<file path="config.mk">
export PLATFORM = sky130hd
export DESIGN_NAME = vga_sync_gen_flat
export DESIGN_NICKNAME = d
export VERILOG_FILES = /design/src/rtl/vga_sync_gen_if.sv /design/src/rtl/vga_sync_gen.sv /design/src/flat_wrapper.sv
export SDC_FILE = /design/constraint.sdc
export NUM_CORES = 1
export LEC_CHECK = 0
export CORE_MARGIN = 4
export CORE_UTILIZATION = 54
export CTS_CLUSTER_SIZE = 12
export DETAILED_ROUTE_END_ITERATION = 7
export PLACE_DENSITY = 0.79
export SYNTH_ARGS = -nofsm -noshare
export SYNTH_HDL_FRONTEND = slang
export SYNTH_SLANG_ARGS = --single-unit
</file>
<file path="constraint.sdc">
create_clock -name clk -period 2.8 [get_ports clk]
set_input_delay 0.84 -clock clk [delete_from_list [all_inputs] [get_ports clk]]
set_output_delay 0.84 -clock clk [all_outputs]
set_load 0.03 [all_outputs]
</file>
<file path="src/rtl/vga_sync_gen_if.sv">
// Raster timing bundle between the sync generator and the pixel-fetch / colour stages.
// The master side owns the raster outputs; the slave side supplies the pixel strobe.
interface vga_sync_gen_if #(
    parameter int CW = 10
);
    logic          pix_en;
    logic          hsync;
    logic          vsync;
    logic          video_on;
    logic [CW-1:0] h_count;
    logic [CW-1:0] v_count;
    logic          frame_start;

    modport master (
        input  pix_en,
        output hsync,
        output vsync,
        output video_on,
        output h_count,
        output v_count,
        output frame_start
    );

    modport slave (
        output pix_en,
        input  hsync,
        input  vsync,
        input  video_on,
        input  h_count,
        input  v_count,
        input  frame_start
    );
endinterface

</file>
<file path="src/rtl/vga_sync_gen.sv">
// VGA raster timing generator: counters, horizontal/vertical phase FSMs and registered
// sync / active-video / frame-start outputs, advancing one position per pixel strobe.
module vga_sync_gen #(
    parameter int H_ACTIVE = 640,
    parameter int H_FP     = 16,
    parameter int H_SYNC   = 96,
    parameter int H_BP     = 48,
    parameter int V_ACTIVE = 480,
    parameter int V_FP     = 10,
    parameter int V_SYNC   = 2,
    parameter int V_BP     = 33,
    parameter bit SYNC_POL = 1'b0,
    parameter int CW       = 10
) (
    input  logic          clk,
    input  logic          rst,
    vga_sync_gen_if.master vga
);

    localparam int H_TOTAL = H_ACTIVE + H_FP + H_SYNC + H_BP;
    localparam int V_TOTAL = V_ACTIVE + V_FP + V_SYNC + V_BP;

    localparam logic [CW-1:0] H_LAST       = CW'(H_TOTAL - 1);
    localparam logic [CW-1:0] H_FP_START   = CW'(H_ACTIVE);
    localparam logic [CW-1:0] H_SYNC_START = CW'(H_ACTIVE + H_FP);
    localparam logic [CW-1:0] H_BP_START   = CW'(H_ACTIVE + H_FP + H_SYNC);
    localparam logic [CW-1:0] V_LAST       = CW'(V_TOTAL - 1);
    localparam logic [CW-1:0] V_FP_START   = CW'(V_ACTIVE);
    localparam logic [CW-1:0] V_SYNC_START = CW'(V_ACTIVE + V_FP);
    localparam logic [CW-1:0] V_BP_START   = CW'(V_ACTIVE + V_FP + V_SYNC);
    localparam logic [CW-1:0] CNT_ZERO     = {CW{1'b0}};
    localparam logic [CW-1:0] CNT_ONE      = CW'(1);

    typedef enum logic [1:0] {
        PH_ACTIVE = 2'd0,
        PH_FP     = 2'd1,
        PH_SYNC   = 2'd2,
        PH_BP     = 2'd3
    } phase_t;

    // Phase is always re-derived from the count it describes, so the FSM and counter cannot drift apart.
    function automatic phase_t phase_of(input logic [CW-1:0] cnt,
                                        input logic [CW-1:0] fp_start,
                                        input logic [CW-1:0] sync_start,
                                        input logic [CW-1:0] bp_start);
        phase_t ph;
        if (cnt < fp_start) begin
            ph = PH_ACTIVE;
        end else if (cnt < sync_start) begin
            ph = PH_FP;
        end else if (cnt < bp_start) begin
            ph = PH_SYNC;
        end else begin
            ph = PH_BP;
        end
        return ph;
    endfunction

    logic [CW-1:0] h_cnt_r;
    logic [CW-1:0] v_cnt_r;
    phase_t        h_phase_r;
    phase_t        v_phase_r;
    logic          hsync_r;
    logic          vsync_r;
    logic          video_on_r;
    logic          frame_start_r;

    logic [CW-1:0] h_nxt_s;
    logic [CW-1:0] v_nxt_s;
    phase_t        h_phase_nxt_s;
    phase_t        v_phase_nxt_s;
    logic          line_wrap_s;

    // Next raster position and phases for the current pixel strobe.
    always_comb begin
        h_nxt_s       = h_cnt_r;
        v_nxt_s       = v_cnt_r;
        h_phase_nxt_s = h_phase_r;
        v_phase_nxt_s = v_phase_r;
        line_wrap_s   = (h_cnt_r == H_LAST);
        if (vga.pix_en) begin
            if (line_wrap_s) begin
                h_nxt_s = CNT_ZERO;
                if (v_cnt_r == V_LAST) begin
                    v_nxt_s = CNT_ZERO;
                end else begin
                    v_nxt_s = v_cnt_r + CNT_ONE;
                end
                v_phase_nxt_s = phase_of(v_nxt_s, V_FP_START, V_SYNC_START, V_BP_START);
            end else begin
                h_nxt_s = h_cnt_r + CNT_ONE;
                v_nxt_s = v_cnt_r;
            end
            h_phase_nxt_s = phase_of(h_nxt_s, H_FP_START, H_SYNC_START, H_BP_START);
        end else begin
            h_nxt_s = h_cnt_r;
            v_nxt_s = v_cnt_r;
        end
    end

    // Raster state and registered outputs; everything moves together on a pixel strobe.
    always_ff @(posedge clk or posedge rst) begin
        if (rst) begin
            h_cnt_r       <= H_LAST;
            v_cnt_r       <= V_LAST;
            h_phase_r     <= PH_BP;
            v_phase_r     <= PH_BP;
            hsync_r       <= ~SYNC_POL;
            vsync_r       <= ~SYNC_POL;
            video_on_r    <= 1'b0;
            frame_start_r <= 1'b0;
        end else if (vga.pix_en) begin
            h_cnt_r       <= h_nxt_s;
            v_cnt_r       <= v_nxt_s;
            h_phase_r     <= h_phase_nxt_s;
            v_phase_r     <= v_phase_nxt_s;
            hsync_r       <= (h_phase_nxt_s == PH_SYNC) ? SYNC_POL : ~SYNC_POL;
            vsync_r       <= (v_phase_nxt_s == PH_SYNC) ? SYNC_POL : ~SYNC_POL;
            video_on_r    <= (h_phase_nxt_s == PH_ACTIVE) && (v_phase_nxt_s == PH_ACTIVE);
            frame_start_r <= (h_nxt_s == CNT_ZERO) && (v_nxt_s == CNT_ZERO);
        end else begin
            frame_start_r <= 1'b0;
        end
    end

    assign vga.h_count     = h_cnt_r;
    assign vga.v_count     = v_cnt_r;
    assign vga.hsync       = hsync_r;
    assign vga.vsync       = vsync_r;
    assign vga.video_on    = video_on_r;
    assign vga.frame_start = frame_start_r;

endmodule
</file>
<file path="src/flat_wrapper.sv">
// flat-port wrapper written by rule: the top's interface ports become plain ports
module vga_sync_gen_flat 
#(
    parameter int H_ACTIVE = 640,
    parameter int H_FP     = 16,
    parameter int H_SYNC   = 96,
    parameter int H_BP     = 48,
    parameter int V_ACTIVE = 480,
    parameter int V_FP     = 10,
    parameter int V_SYNC   = 2,
    parameter int V_BP     = 33,
    parameter bit SYNC_POL = 1'b0,
    parameter int CW       = 10
)
  (clk, rst, vga_pix_en, vga_hsync, vga_vsync, vga_video_on, vga_h_count, vga_v_count, vga_frame_start);
  vga_sync_gen_if #(.CW(CW)) vga_i ();
  input  logic clk;
  input  logic rst;
  input wire logic [$bits(vga_i.pix_en)-1:0] vga_pix_en;
  output wire logic [$bits(vga_i.hsync)-1:0] vga_hsync;
  output wire logic [$bits(vga_i.vsync)-1:0] vga_vsync;
  output wire logic [$bits(vga_i.video_on)-1:0] vga_video_on;
  output wire logic [$bits(vga_i.h_count)-1:0] vga_h_count;
  output wire logic [$bits(vga_i.v_count)-1:0] vga_v_count;
  output wire logic [$bits(vga_i.frame_start)-1:0] vga_frame_start;
  assign vga_i.pix_en = vga_pix_en;
  assign vga_hsync = vga_i.hsync;
  assign vga_vsync = vga_i.vsync;
  assign vga_video_on = vga_i.video_on;
  assign vga_h_count = vga_i.h_count;
  assign vga_v_count = vga_i.v_count;
  assign vga_frame_start = vga_i.frame_start;
  vga_sync_gen #(.H_ACTIVE(H_ACTIVE), .H_FP(H_FP), .H_SYNC(H_SYNC), .H_BP(H_BP), .V_ACTIVE(V_ACTIVE), .V_FP(V_FP), .V_SYNC(V_SYNC), .V_BP(V_BP), .SYNC_POL(SYNC_POL), .CW(CW)) u_core (.clk(clk), .rst(rst), .vga(vga_i));
endmodule
</file>
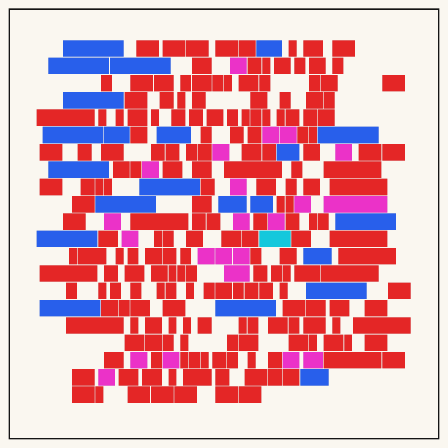
run_1/drive_strength.png
| size | color | cells | share |
|---|---|---|---|
| drive 2 | blue | 22 | 9.0% |
| drive 3 to 4 | magenta | 22 | 9.0% |
| drive 6 and up | cyan | 1 | 0.41% |
| drive 1 or less | red | 200 | 82% |
fin area: 2278 um2
nonclk buf count: 42
worst setup margin: 0.1615 ns

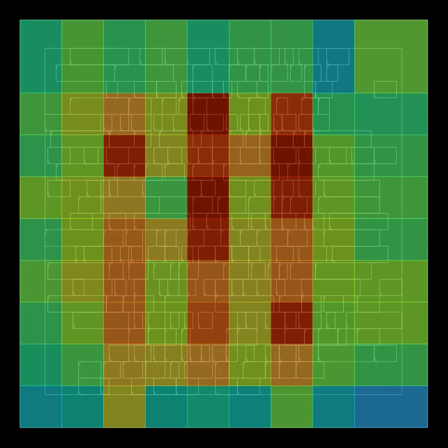
run_1/final_congestion.png
DR WL/cell: 15.56 um
GR Util met2: 34.23%

==> job_summary.md, run 1 <==
## PnR job results

| Metric | Value |
|---|---|
| FF-to-FF setup slack | 0.34 ns |
| Die area | 4522 um2 |
| Fin. Hold Viols | 0 |
| Clk slew on worst S/H paths | 0.14 ns |
| Status | finished, final reports clean |
| Initial antenna violation count | 0 |
| Top cell area share | 19.41% |
| Fin Clk Skew | 0.01265 ns |
| Clk_lat worst skew | 0.32 ns |
| Crit path DRT | 1.96 ns |
| Actual slew at the worst max-slew pin | 0.5202 ns |
| #FFs+latches synth | 26 |
| Most instantiated logic cells after routing | clkdlybuf4s50_1 (26), nand2_1 (24), buf_4 (16) |
| HPWL Detailed | 3393 um |
| Clock Path Buffers | 2 |
| Area growth syn-to-layout | 20.20% |
| Crit path kind | reg2out |
| Antenna-violating nets left | 0 |
| Most frequent logic cell in the layout | clkdlybuf4s50_1 |
| Hold_sp | u_core.vga.vsync |
| RSZ-0062 raised after global routing | false |
| Startpoint types | flip-flop |
| Dpl cell area | 2240 um2 |
| Reg2Reg Depth | 9 |
| Min-Delay Path Depth | 2 |
| H-tree depth | 1 |
| Achievable frequency | 379.0 MHz |
| First-pass GRT wire length | 7755 um |
| Cells along the critical path | clkdlybuf4s50_1 |
| Antenna diodes | 0 |
| Core Area | 3363 um2 |
| CP max-delay cell | clkdlybuf4s50_1 |
| Grt total ovfl | 0 |
| Post-layout period usage | 94.23% |
| Root Buffer | clkbuf_4 |
| Final hold slack | 0.5015 ns |
| # setup viols final | 0 |
| Die width | 67.25 um |
| Crit path max fanout | 14 |
| CTS buffer count | 3 |
| Total power | 1258 uW |
| Worst slew margin | 65.32% |
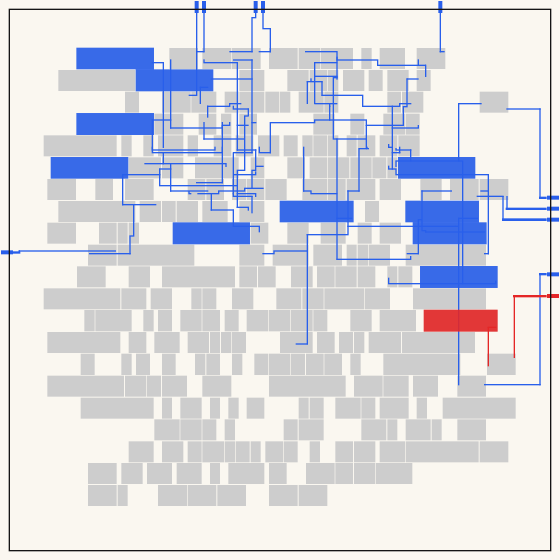
run_1/port_nets.png
| port | color | bits | direction | edge | end cells | buffers | wire |
|---|---|---|---|---|---|---|---|
| vga_h_count | blue | 10 | output | 5 top, 4 right, 1 left | 10 | 10 | 670 um |
| vga_frame_start | red | 1 | output | right | 1 | 1 | 17.2 um |

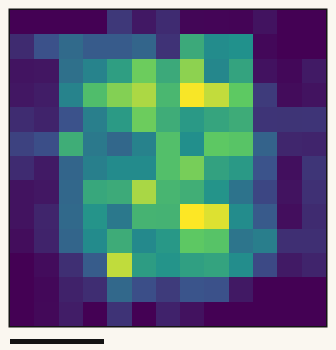
run_1/wire_density.png
Scale bar: 20 um. The die is cut into 13 by 13 equal tiles; dark purple is low, yellow is high, scaled to the fullest tile. Values are wire area over tile area, all layers added.
tiles over half the peak: 28%
nearly empty tiles: 14%
mean over tiles: 0.16
fullest tile: 0.50
densest ninth of the die: center
GRT Util Overall: 22.13%
drt total wl: 4527 um
vias: 1741

==> run 1: how the worst max path moves through the flow <==
stage                                from                endpoint  slack [ns]  cells past startpoint
global route        u_core.vga.h_count[7]          vga_h_count[7]        0.08                      1
detailed placement             vga_pix_en  u_core.vga.frame_start       -0.04                      8
CTS                 u_core.vga.h_count[7]          vga_h_count[7]        0.16                      1
floorplan                      vga_pix_en  u_core.vga.frame_start        0.25                      8
global placement               vga_pix_en  u_core.vga.frame_start      -0.003                      9
finish              u_core.vga.h_count[7]          vga_h_count[7]        0.16                      1
==> run 1: repair_timing <==
| action | 4_1_cts | 5_1_grt |
|---|---|---|
| gates resized | 0 | 1 |
| endpoints found under the setup margin | 0 | 1 |
| hold buffers | 0 | 0 |
==> run 1: state kept, by name, summed over array words and instances (netlist names) <==
register	flops
u_core.vga.frame_start	1
u_core.vga.v_count	10
u_core.v_phase_r	2
u_core.vga.h_count	10
u_core.vga.hsync	1
u_core.vga.video_on	1
u_core.vga.vsync	1
==> run 1: layout make-up <==
cell class	count	area, um2
fill	306	1085
clock buffer	4	36.28
tap	46	57.56
multi-input combinational	165	1106
inverter	8	30.03
timing repair buffer	42	380.4
sequential	26	668.1
==> run 1: metrics by stage <==
| step | std cells | utilization (%) | setup TNS [ns] |
|---|---|---|---|
| CTS | 291 | 67.67 | 0 |
| finish | 291 | 67.75 | 0 |
| detailed placement | 287 | 66.59 | -0.05893 |
| global placement | 287 | 66.59 | -0.002871 |
| floorplan | 217 | - | 0 |
| global route | 291 | 67.75 | 0 |
==> run 1: cell usage after synthesis, drive strengths merged (4+ instances only) <==
master   n
a21oi    6
a31oi    5
and3     5
buf      9
clkbuf   9
dfrtp   12
dfstp   14
inv      7
nand2   24
nand3   11
nand4    7
nor2     7
nor3    10
nor4     5
o21a     4
o21ai   13
o31ai    7
or4      4
xnor2    9
xor2     4
==> run 1: power breakdown <==
part | switching, uW | leakage, uW | internal (uW)
registers | 104 | 0.000308 | 458
clock network | 105 | 0.0000210 | 79.5
logic | 282 | 0.000549 | 229
total | 491 | 0.000878 | 767
==> run 1: metal layers <==
metal	global-route usage, %	share of wire [%]	up-vias
met5	0	0	-
met4	5.570	1.2	0
met3	4.659	3.9	8
met2	34.23	46	40
met1	31.46	48	839
li1	-	-	854
==> run 1: cell families after synthesis <==
group	count (synthesis)	share of synthesized area, %
multiplexers	4	2.244
AND/OR/NAND/NOR	91	28.78
AND-OR/OR-AND	54	19.21
buffers and inverters	26	6.535
flip-flops	26	35.25
XOR/XNOR	13	6.007
adder cells (fa/ha/maj)	3	1.980
==> inputs of run 2 (changes only) <==
TNS_END_PERCENT = 30   (was not set)
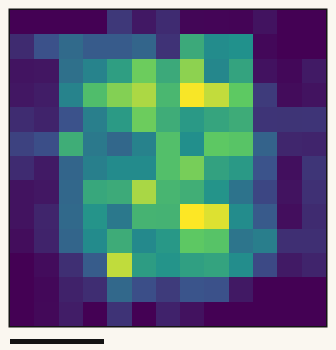
run_2/wire_density.png
Scale bar: 20 um. The die is cut into 13 by 13 equal tiles; dark purple is low, yellow is high, scaled to the fullest tile. Values are wire area over tile area, all layers added.
densest ninth of the die: center
tiles over half the peak: 28%
fullest tile: 0.50
nearly empty tiles: 14%
mean over tiles: 0.16

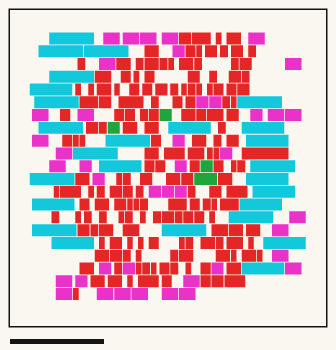
run_2/cell_classes.png
Scale bar: 20 um.
| class | color | cells |
|---|---|---|
| all other logic | red | 173 |
| clock drivers and dummy loads | green | 4 |
| flip-flops | cyan | 26 |
| other buffers and delay cells | magenta | 42 |
Seq area share: 29.32%
Core Area: 3363 um2

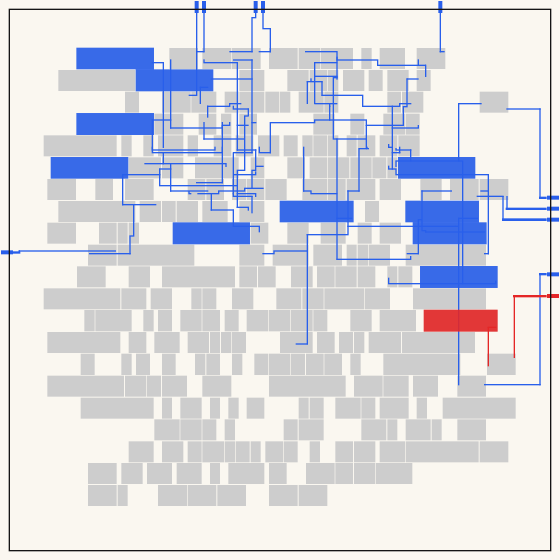
run_2/port_nets.png
| port | color | bits | direction | edge | end cells | buffers | wire |
|---|---|---|---|---|---|---|---|
| vga_h_count | blue | 10 | output | 5 top, 4 right, 1 left | 10 | 10 | 670 um |
| vga_frame_start | red | 1 | output | right | 1 | 1 | 17.2 um |

==> job_summary.md, run 2 <==
## PnR job results

| Metric | Value |
|---|---|
| Status | finished, final reports clean |
| Actual slew at the worst max-slew pin | 0.5202 ns (unchanged) |
| Die area | 4522 um2 (unchanged) |
| HPWL Detailed | 3393 um (unchanged) |
| Drt total wl | 4527 um (unchanged) |
| # setup viols final | 0 (unchanged) |
| Worst slew margin | 65.32% (unchanged) |
| Sw Ratio | 39.05% (unchanged) |
| Reg2Reg Depth | 9 (unchanged) |
| Hold Buf Count CTS | 0 (unchanged) |
| Grt total ovfl | 0 (unchanged) |
| Most frequent logic cell in the layout | clkdlybuf4s50_1 |
| Antenna-violating nets left | 0 (unchanged) |
| Most common cell in the netlist | nand2_1 |
| Startpoint types | flip-flop |
| Vias | 1741 (unchanged) |
| Worst setup margin | 0.1615 ns (unchanged) |
| Min-Delay Path Depth | 2 (unchanged) |
| Crit path max fanout | 14 (unchanged) |
| Final hold slack | 0.5015 ns (unchanged) |
| Cell Int Power | 766.7 uW (unchanged) |
| First-pass GRT wire length | 7755 um (unchanged) |
| Number of cells on the critical path | 1 (unchanged) |
| Clk_lat worst skew | 0.32 ns (about the same) |
[run 2: cell counts in the layout (fill, tap and decap cells not counted)]
Identical to the previous run, type by type.
[run 2: metal layers]
metal,GRT usage (%),routed length [um],up-vias
met5,0,0,-
met4,5.570,55,0
li1,-,-,854
met3,4.659,178,8
met1,31.46,2191,839
met2,34.23,2101,40
[run 2: logic make-up (layout without fill, tap and decap cells)]
family / count (synthesis) / count (layout) / share of synthesized area, %
mux: 4 / 4 / 2.244
flops: 26 / 26 / 35.25
buf+inv: 26 / 54 / 6.535
xor+xnor: 13 / 13 / 6.007
simple gates: 91 / 91 / 28.78
compound gates: 54 / 54 / 19.21
fa+ha+maj: 3 / 3 / 1.980
[run 2: timing repair]
| action | in CTS | in global routing |
|---|---|---|
| setup endpoints to repair | 0 | 1 |
| resized | 0 | 1 |
| setup buffers | 0 | 0 |
[run 2: worst paths after layout]
check / startpoint / endpoint / slack (ns)
worst min register to register: u_core.vga.vsync / u_core.vga.vsync / 0.50
min in group asynchronous: rst / u_core.vga.h_count[6] / 0.85
worst min-delay path: u_core.vga.vsync / u_core.vga.vsync / 0.50
max in group asynchronous: rst / u_core.vga.h_count[2] / 1.65
worst max-delay path: u_core.vga.h_count[7] / vga_h_count[7] / 0.16
worst max register to register: u_core.vga.h_count[0] / u_core.vga.frame_start / 0.34
[run 2: cell type report]
cell class | instances | area [um2]
tap | 46 | 57.56
multi-input combinational | 165 | 1106
fill | 306 | 1085
timing repair buffer | 42 | 380.4
sequential | 26 | 668.1
clock buffer | 4 | 36.28
inverter | 8 | 30.03
[run 2: power groups by stage]
stage / sequential (uW) / combinational, uW / clock, uW
finish: 563 / 511 / 184
global route: 572 / 549 / 211
CTS: 559 / 508 / 192
detailed placement: 566 / 505 / 0
global placement: 563 / 497 / 0
floorplan: 608 / 293 / 0
[run 2: metrics by stage]
step | util (%) | instance area, um2 | setup TNS [ns]
after floorplan | - | 1896 | 0
after global placement | 66.59 | 2240 | -0.002871
after detailed placement | 66.59 | 2240 | -0.05893
after CTS | 67.67 | 2276 | 0
after global routing | 67.75 | 2278 | 0
final | 67.75 | 2278 | 0
run_2/final_congestion.png
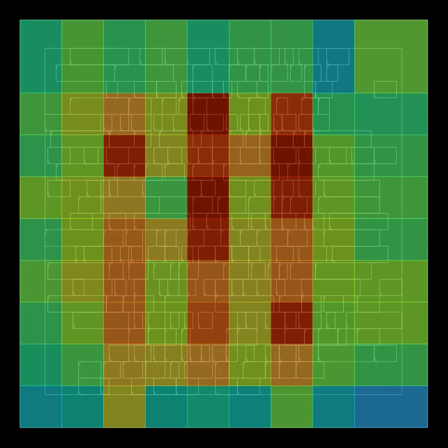

==> inputs of run 3 (changes only) <==
GPL_TIMING_DRIVEN = 0   (was not set)
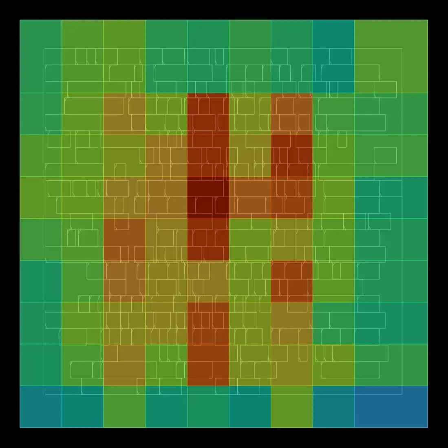
run_3/final_congestion.png
Global Route met1 Usage: 31.55%
Final Util: 66.96%
met3 usage: 3.993%
GRT Util Overall: 21.64%
DR WL/cell: 15.30 um

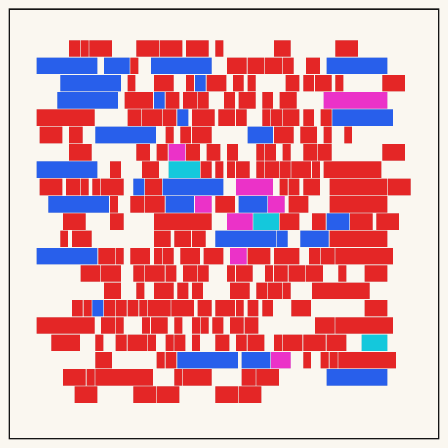
run_3/drive_strength.png
| size | color | cells | share |
|---|---|---|---|
| drive 2 | blue | 27 | 11% |
| drive 6 and up | cyan | 3 | 1.2% |
| drive 3 to 4 | magenta | 8 | 3.3% |
| drive 1 or less | red | 208 | 85% |

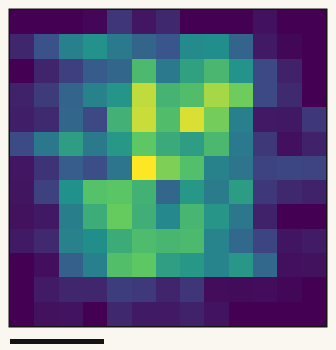
run_3/wire_density.png
Scale bar: 20 um. The die is cut into 13 by 13 equal tiles; dark purple is low, yellow is high, scaled to the fullest tile. Values are wire area over tile area, all layers added.
densest ninth of the die: center
emptiest ninth of the die: lower right
tiles over half the peak: 26%
fullest tile: 0.52
vias: 1736
drt total wl: 4469 um

==> job_summary.md, run 3 <==
## PnR job results

| Metric | Value |
|---|---|
| # setup viols final | 0 (unchanged) |
| Status | finished, final reports clean |
| Actual slew at the worst max-slew pin | 0.9645 ns (+0.4444 ns) |
| Yosys adder share | 1.980% (unchanged) |
| Layout Cells excl Fill | 292 |
| CTS buffer count | 3 |
| Die area | 4522 um2 (unchanged) |
| First-pass GRT wire length | 7521 um (-3.0%) |
| Die H | 67.25 um |
| TritonCTS clock tree | done |
| Most frequent logic cell in the layout | clkdlybuf4s50_1 |
| Routability Congestion | 0.8298 |
| Rows | 21 |
| Yosys simple share | 28.78% (unchanged) |
| Crit path max fanout | 10 (-4) |
| Core Area | 3363 um2 (unchanged) |
| Antenna-violating nets left | 0 (unchanged) |
| Startpoint types | flip-flop |
| Most common cell in the netlist | nand2_1 |
| TNS Setup | 0 ns (unchanged) |
| Grt total ovfl | 0 (unchanged) |
| Sw Ratio | 39.98% (+0.93 points) |
==> run 3: cell types whose count changed in the layout (fill, tap and decap cells not counted) <==
| cell | before | now |
|---|---|---|
| buf_6 | 0 | 2 |
| nor4_2 | 3 | 4 |
| nor3_4 | 0 | 1 |
| ha_2 | 1 | 0 |
| clkbuf_1 | 0 | 9 |
| buf_4 | 16 | 1 |
| nor4_1 | 2 | 1 |
| buf_2 | 0 | 6 |
| nor3_2 | 2 | 1 |
| clkdlybuf4s50_1 | 26 | 25 |
| ha_1 | 2 | 3 |
==> run 3: area by class of cell <==
type	instances	area, um2
multi-input cells	165	1116
plain buffers	18	93.84
inverters	8	30.03
flip-flops and latches	26	668.1
clock buffers	4	36.28
repair buffers	25	250.2
fillers	295	1111
well taps	46	57.56
==> run 3: cells by family (layout without fill, tap and decap cells) <==
group | Yosys count | after routing
buffers and inverters | 26 | 55
flip-flops | 26 | 26
multiplexers | 4 | 4
adder cells (fa/ha/maj) | 3 | 3
XOR/XNOR | 13 | 13
AND/OR/NAND/NOR | 91 | 91
AND-OR/OR-AND | 54 | 54
==> run 3: power groups by stage <==
stage          registers, uW  logic, uW  clock network, uW
6_report                 507        569                197
5_1_grt                  516        615                219
3_3_place_gp             512        547                  0
2_1_floorplan            608        293                  0
4_1_cts                  508        564                203
3_5_place_dp             515        553                  0
==> run 3: worst paths after layout <==
kind	slack, ns	cells after the start	endpoint	start
worst min-delay path	0.50	2	u_core.vga.hsync	u_core.vga.hsync
worst min register to register	0.50	2	u_core.vga.hsync	u_core.vga.hsync
worst max-delay path	0.20	9	u_core.vga.frame_start	u_core.vga.h_count[0]
max in group asynchronous	1.20	2	u_core.vga.h_count[6]	rst
min in group asynchronous	1.00	2	u_core.vga.v_count[4]	rst
worst max register to register	0.20	9	u_core.vga.frame_start	u_core.vga.h_count[0]
==> run 3: critical path: cells and delay by family (launching register included) <==
kind | cells | cell delay, ns
flip-flops | 1 | 0.61
adder cells (fa/ha/maj) | 1 | 0.15
buffers and inverters | 2 | 0.43
AND-OR/OR-AND | 1 | 0.13
multiplexers | 1 | 0.08
AND/OR/NAND/NOR | 4 | 1.11
==> run 3: stage by stage <==
| stage | setup WS [ns] | hold slack (ns) | cell area [um2] |
|---|---|---|---|
| 6_report | 0.2000 | 0.5010 | 2252 |
| 5_1_grt | 0.03659 | 0.5223 | 2252 |
| 4_1_cts | 0.1803 | 0.5005 | 2240 |
| 3_5_place_dp | 0.02580 | 0.4773 | 2203 |
| 3_3_place_gp | 0.01083 | 0.4767 | 2203 |
| 2_1_floorplan | 0.2473 | 0.5427 | 1896 |
==> run 3: what timing repair did <==
item,in CTS,in global routing
resized,0,2
setup endpoints to repair,0,1
hold endpoints to repair,0,0
hold buffers,0,0
setup buffers,0,0
==> run 3: layer usage <==
metal	track usage (%)	up-vias	routed length, um
li1	-	859	-
met1	31.55	819	2106
met2	33.13	54	2071
met3	3.993	4	254
met4	4.810	0	38
met5	0	-	0
Power and IR drop assume default switching activity.
